run_1/port_trees.png
The bar under the picture is 50 µm long.
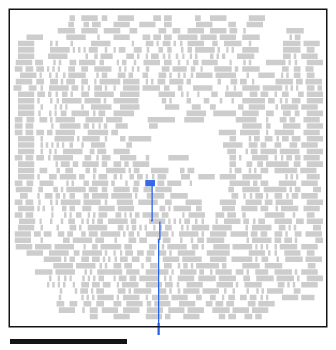
run_1/closeup.png
The bar under the picture is 5 µm long. Window x 58 to 78, y 85 to 105 µm. Cells in grey, sequential cells in the stronger grey; small squares are vias.
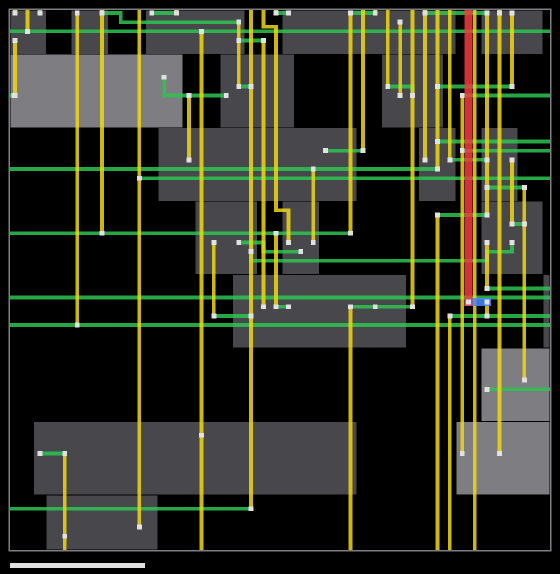
run_1/congestion_map.png
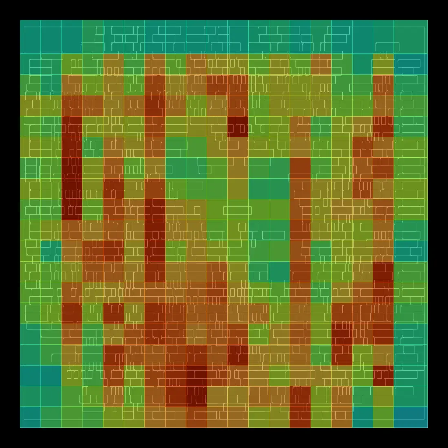
===== config.mk =====
export PLATFORM = sky130hd
export DESIGN_NAME = pc_fetch_unit
export DESIGN_NICKNAME = d
export VERILOG_FILES = /design/src/rtl/pc_fetch_unit.sv
export SDC_FILE = /design/constraint.sdc
export NUM_CORES = 1
export LEC_CHECK = 0
export ABC_AREA = 1
export CELL_PAD_IN_SITES_DETAIL_PLACEMENT = 1
export CELL_PAD_IN_SITES_GLOBAL_PLACEMENT = 1
export CORE_MARGIN = 1
export CORE_UTILIZATION = 24
export DETAILED_ROUTE_END_ITERATION = 16
export PLACE_DENSITY_LB_ADDON = 0.3
export SYNTH_ARGS = -nofsm -noshare
export SYNTH_HDL_FRONTEND = slang
export SYNTH_SLANG_ARGS = --single-unit

===== constraint.sdc =====
create_clock -name clk -period 1.25 [get_ports clk]
set_clock_uncertainty 0.15 [all_clocks]
set_input_delay 0.25 -clock clk [delete_from_list [all_inputs] [get_ports clk]]
set_output_delay 0.25 -clock clk [all_outputs]
set_load 0.05 [all_outputs]

===== src/rtl/pc_fetch_unit.sv =====
// rtl/pc_fetch_unit.sv - PC register and single-outstanding instruction fetch sequencer (option: FETCH_MISALIGN_TRAP_EN)
module pc_fetch_unit #(
   parameter logic [31:0] RESET_PC = 32'h0000_2000
) (
   input  logic        clk,
   input  logic        rst,
   input  logic        redirect_valid,
   input  logic [31:0] redirect_pc,
   input  logic [31:0] pc_plus4,
   output logic [31:0] pc_cur,
   output logic        imem_req_valid,
   input  logic        imem_req_ready,
   output logic [31:0] imem_req_addr,
   input  logic        imem_resp_valid,
   input  logic [31:0] imem_resp_data,
   output logic        if_valid,
   input  logic        if_ready,
   output logic [31:0] if_pc,
   output logic [31:0] if_inst
`ifdef FETCH_MISALIGN_TRAP_EN
   ,
   output logic        fetch_misaligned
`endif
);

   localparam logic [1:0] ST_ISSUE = 2'd0;
   localparam logic [1:0] ST_WAIT  = 2'd1;
`ifdef FETCH_MISALIGN_TRAP_EN
   localparam logic [1:0] ST_HALT  = 2'd2;
`endif

   logic [1:0]  state;
   logic        drop;
   logic        buf_free;
   logic        req_fire;
   logic        in_flight;
   logic [31:0] redirect_target;
`ifdef FETCH_MISALIGN_TRAP_EN
   logic        redirect_bad;
`endif

   assign imem_req_addr = pc_cur;

   // Request gating, and whether a request will still be in flight after this edge
   always_comb begin
      buf_free       = !if_valid || if_ready;
      imem_req_valid = !rst && (state == ST_ISSUE) && buf_free;
      req_fire       = imem_req_valid && imem_req_ready;
      in_flight      = req_fire || ((state == ST_WAIT) && !imem_resp_valid);
`ifdef FETCH_MISALIGN_TRAP_EN
      // A dropped request can still be outstanding while halted
      in_flight      = in_flight || ((state == ST_HALT) && drop && !imem_resp_valid);
      redirect_bad   = (redirect_pc[1:0] != 2'b00);
      redirect_target = redirect_pc;
`else
      redirect_target = redirect_pc & 32'hFFFF_FFFC;
`endif
   end

   // PC, sequencer state, stale-response drop flag and decode output buffer
   always_ff @(posedge clk) begin
      if (rst) begin
         pc_cur   <= RESET_PC;
         state    <= ST_ISSUE;
         drop     <= 1'b0;
         if_valid <= 1'b0;
         if_pc    <= 32'd0;
         if_inst  <= 32'd0;
`ifdef FETCH_MISALIGN_TRAP_EN
         fetch_misaligned <= 1'b0;
`endif
      end else if (redirect_valid) begin
         // Redirect wins: flush the buffer and mark any in-flight word as stale
         pc_cur   <= redirect_target;
         if_valid <= 1'b0;
         drop     <= in_flight;
`ifdef FETCH_MISALIGN_TRAP_EN
         if (redirect_bad) begin
            state            <= ST_HALT;
            fetch_misaligned <= 1'b1;
         end else begin
            state            <= in_flight ? ST_WAIT : ST_ISSUE;
            fetch_misaligned <= 1'b0;
         end
`else
         state    <= in_flight ? ST_WAIT : ST_ISSUE;
`endif
      end else begin
         if (if_valid && if_ready)
            if_valid <= 1'b0;
         case (state)
            ST_ISSUE: begin
               if (req_fire)
                  state <= ST_WAIT;
            end
            ST_WAIT: begin
               if (imem_resp_valid) begin
                  state <= ST_ISSUE;
                  if (drop) begin
                     drop <= 1'b0;
                  end else begin
                     if_valid <= 1'b1;
                     if_pc    <= pc_cur;
                     if_inst  <= imem_resp_data;
                     pc_cur   <= pc_plus4;
                  end
               end
            end
`ifdef FETCH_MISALIGN_TRAP_EN
            ST_HALT: begin
               if (imem_resp_valid)
                  drop <= 1'b0;
            end
`endif
            default: state <= ST_ISSUE;
         endcase
      end
   end

endmodule

==> impl_metrics.ini <==
; flow metrics
[global_route]
global_route.usage.met2 = 0.404
grt_antenna_before_repair = 1
grt_first_pass_wirelength_mm = 30.2
grt_usage = 0.221

[pwr]
power_clock_mw = 3.05
power.leakage_nw = 4.06
p_sw_mw = 2.79
power.switching_fraction = 0.306
power.density_nw_per_um2 = 906

[route]
final_antenna_net_count = 0
met3_wl_mm = 1.15
met2WireLength_mm = 11.2

[floorplan]
floorplan.core_area_um2 = 17400
tap_cells = 225

[worst_setup_path]
crit_path_start_kind = flip-flop
r2r-end = if_inst[11]$_SDFFE_PP0P_
r2r_cells = 8

[synthesis]
top_cells_by_area = sky130_fd_sc_hd__dfxtp_1 46%, sky130_fd_sc_hd__nor2_1 19%, sky130_fd_sc_hd__o21ai_1 7.5%, sky130_fd_sc_hd__buf_4 7.2%, sky130_fd_sc_hd__nand2_1 6.2%
syn-instance-count = 601
synth-area-yosys_um2 = 4270
ys_async_sr_fraction = 0
yosys.cell_types.count = 16

[cells_and_area]
area_share_clock_buf_inv = 0.0317
n_antenna_cell = 1
layout.buffer.nonclock.area_share = 0.476
buffers = 325

[run_status]
run_status = finished, violations left
violations = negative setup slack

[flow_run]
tool_warnings = 31
drv.max_cap_violation_count = 0

[clocking]
cts.sink_count = 99
hold_fix_buffers_at_cts = 0
postCtsSetupBuffers = 50

[worst_hold_path]
min_from = if_ready

[timing]
totalNegativeSetupSlack_ns = -18.86
final_critical_path_setup_slack_ns = -0.265
finalSetupViolCount = 181

[placed_design]
dp_worst_slack_ns = -0.547
Back to the opening pictures, port_trees.png:
blue -> `imem_req_valid`  # bits 1, direction output, edge bottom, end cells 1, buffers 1, wire 61.3 µm
# IOs: 232
quantity of I/O buffers inserted on ports: 229

Back to the opening pictures, closeup.png:
red -> M4
blue -> M3
green -> M1
yellow -> M2
cells with their middle in the window = 17
sequential cells in the window = 1
netlist names of flops here include = `if_pc` (1)
most frequent = nor2_1 (4)

Back to the opening pictures, congestion_map.png:
met3 track demand over resource in global routing: 0.0434
busiest grt layer: met2
met1 Track Usage GR: 0.251

